Design digital_out_arbiter, sky130hd; sources not shown.
Figure 1. PDN straps and rails (run 1).
Scale bar: 50 microns. Pins as bars on the die edge. Tap cells in gray.
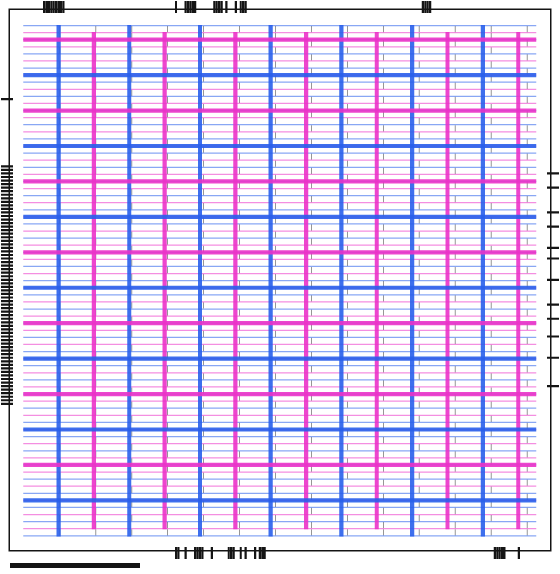
| net | color |
|---|---|
| VDD | magenta |
| VSS | blue |
met5 straps: 14
met1 rails: 73
met4 straps: 14
rows: 72
Peak VDD IR: 0.000131 V
area of the core: 38600 sq um
die width: 207 microns
die height: 207 microns

Figure 2. Wires at chosen ports, followed through buffers (run 1).
Scale bar: 50 microns.
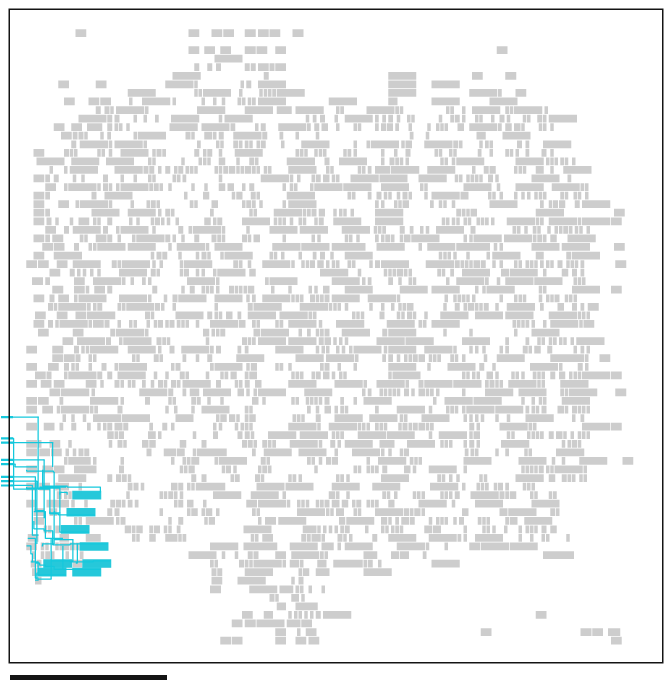
| port | color | direction | edge | end cells | buffers | wire |
|---|---|---|---|---|---|---|
| OVF_CNT | cyan | output | left | 8 | 8 | 503 microns |
port bufs: 131
io pins: 132

Figure 3. Wiring heat map (run 1).
21 x 21 tiles, from dark blue (low) to red (high), scaled to the fullest tile. Values are wire area over tile area, all layers added.
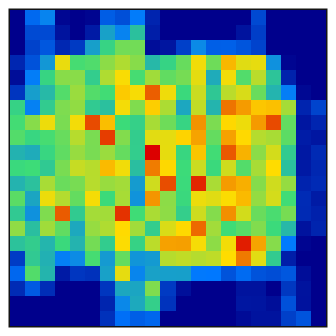
fullest tile: 0.37
nearly empty tiles: 17%
mean over tiles: 0.15
tiles over half the peak: 43%
total number of vias: 11955
GRT Total Usage: 18.2%
routed len/inst: 16.4 microns
Total Wirelength: 39900 microns

==> results.yml, run 1 <==
# flow metrics
pwr:
  comb_power_share_pct: 43.5
  p_seq_uw: 1350
  p_int_uw: 2290
  pwr-share-seq_pct: 34.2
final_timing:
  hold_ws_ns: 0.370
  rsz0062_at_grt: "false"
  drv_slew: 0
  final.min_clock_period_ns: 7.75
hold_path:
  hp-class: "reg2reg"
final_layout:
  stdcell_count: 2438
  antenna-diode-count: 0
  drive_above_1_share_pct: 6.30
  layout_top_cells: "nand2_1 (866), dfrtp_1 (273), nor2_1 (168)"
  utilization_pct: 42.1
  dominant_cells: "registers"
  clkbuf_count: 41
yosys:
  yosys.area_share.adder_pct: 1.14
  yosys-stat-area_sq_um: 13600
  postSynthSeqShare_pct: 50.7
  top_cells_by_count: "nand2_1 (866), dfrtp_1 (274), nor2_1 (168), nand3_1 (152), o21ai_0 (95)"
  netlist_instances: 1826
  async_flop_share_pct: 100
grt:
  busiest_layer: "met2"
run_status:
  status: "finished clean"
floorplanning:
  num_tap_cells: 518
critical_path:
  path_depth: 24
route:
  wl_met1_microns: 18900
run:
  warnings: 28
clock_tree:
  cts_made_buffers: 31
Figure 4. Placement view (run 1).
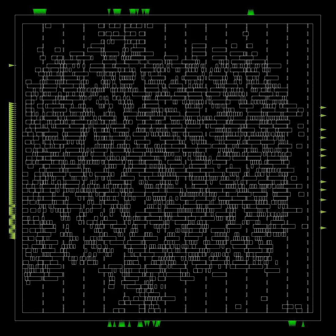

==> run 2, diff against run 1 <==
==> constraint.sdc (replaced) <==
create_clock -name CLK -period 7.65 [get_ports CLK]
set_clock_uncertainty 0.1 [all_clocks]
set_input_delay 1.9125 -clock CLK [delete_from_list [all_inputs] [get_ports CLK]]
set_output_delay 1.9125 -clock CLK [all_outputs]
set_load 0.01 [all_outputs]
Figure 5. Placement view (run 2).
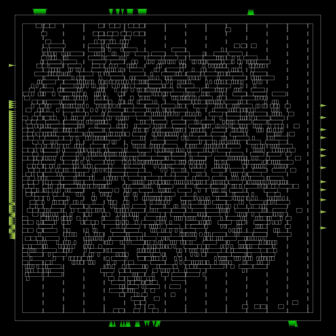
Finished Layout Cells: 2449
Tap Count: 518

==> run 2 against run 1 <==
Against the previous run: setup slack lost 3.8 ns; hold slack is essentially flat; global-route usage is essentially flat; cell area grew 0.48%; first-iteration DRC count grew 20%; sequential share of layout area shrank 0.20 points; combinational power grew 74%; register-to-register slack lost 5.1 ns; via count grew 1.0%.
==> results.yml, run 2 <==
# flow metrics
placed_design:
  port_buffers: 131
  placed_area_sq_um: 15200
floorplanning:
  io_pins: 132
  core_area_sq_um: 38600
  die_h_microns: 207
  die_w_microns: 207
final_layout:
  final-comb-area_sq_um: 5990
  layout_top_cells: "nand2_1 (866), dfrtp_1 (273), nor2_1 (168)"
  clkbuf_count: 47
  dominant_cells: "registers"
  drive_above_1_share_pct: 6.68
  antenna-diode-count: 0
critical_path:
  cp.buffers_inverters: 4
  path_depth: 19
  cp_max_fo: 44
  startpoint_type: "input port"
  crit_family: "adder cells"
  cp-end-kind: "register"
pwr:
  p_int_uw: 4000
  comb_power_share_pct: 43.6
  pwr-share-seq_pct: 34.1
  p_seq_uw: 2350
  peakVddDrop_v: 0.000193
route:
  wl_met2_microns: 18200
  wirelength_microns: 40100
  wl_met1_microns: 18500
  wl_met3_microns: 2660
  num_vias: 12079
grt:
  grt_usage_pct: 18.2
  busiest_layer: "met2"
yosys:
  top_cells_by_count: "nand2_1 (866), dfrtp_1 (274), nor2_1 (168), nand3_1 (152), o21ai_0 (95)"
  yosysTopAreaCellShare_pct: 50.4
  async_flop_share_pct: 100
  yosys-stat-area_sq_um: 13600
  synth.yosys.warnings: 0
  netlist_instances: 1826
  yosys.area_share.adder_pct: 1.14
  postSynthSeqShare_pct: 50.7
final_timing:
  hold_ws_ns: 0.370
  worstMarginPinSlew_ns: 1.16
  finalWorstSetupSlack_ns: 1.73
  rsz0062_at_grt: "false"
  final.min_clock_period_ns: 5.92
  drv_slew: 0
clock_tree:
  clock_sinks: 276
  cts_made_buffers: 31
run:
  warnings: 28
hold_path:
  hp-class: "reg2reg"
run_status:
  status: "finished clean"
No activity file was given, so power comes from the tool's default toggle rates.
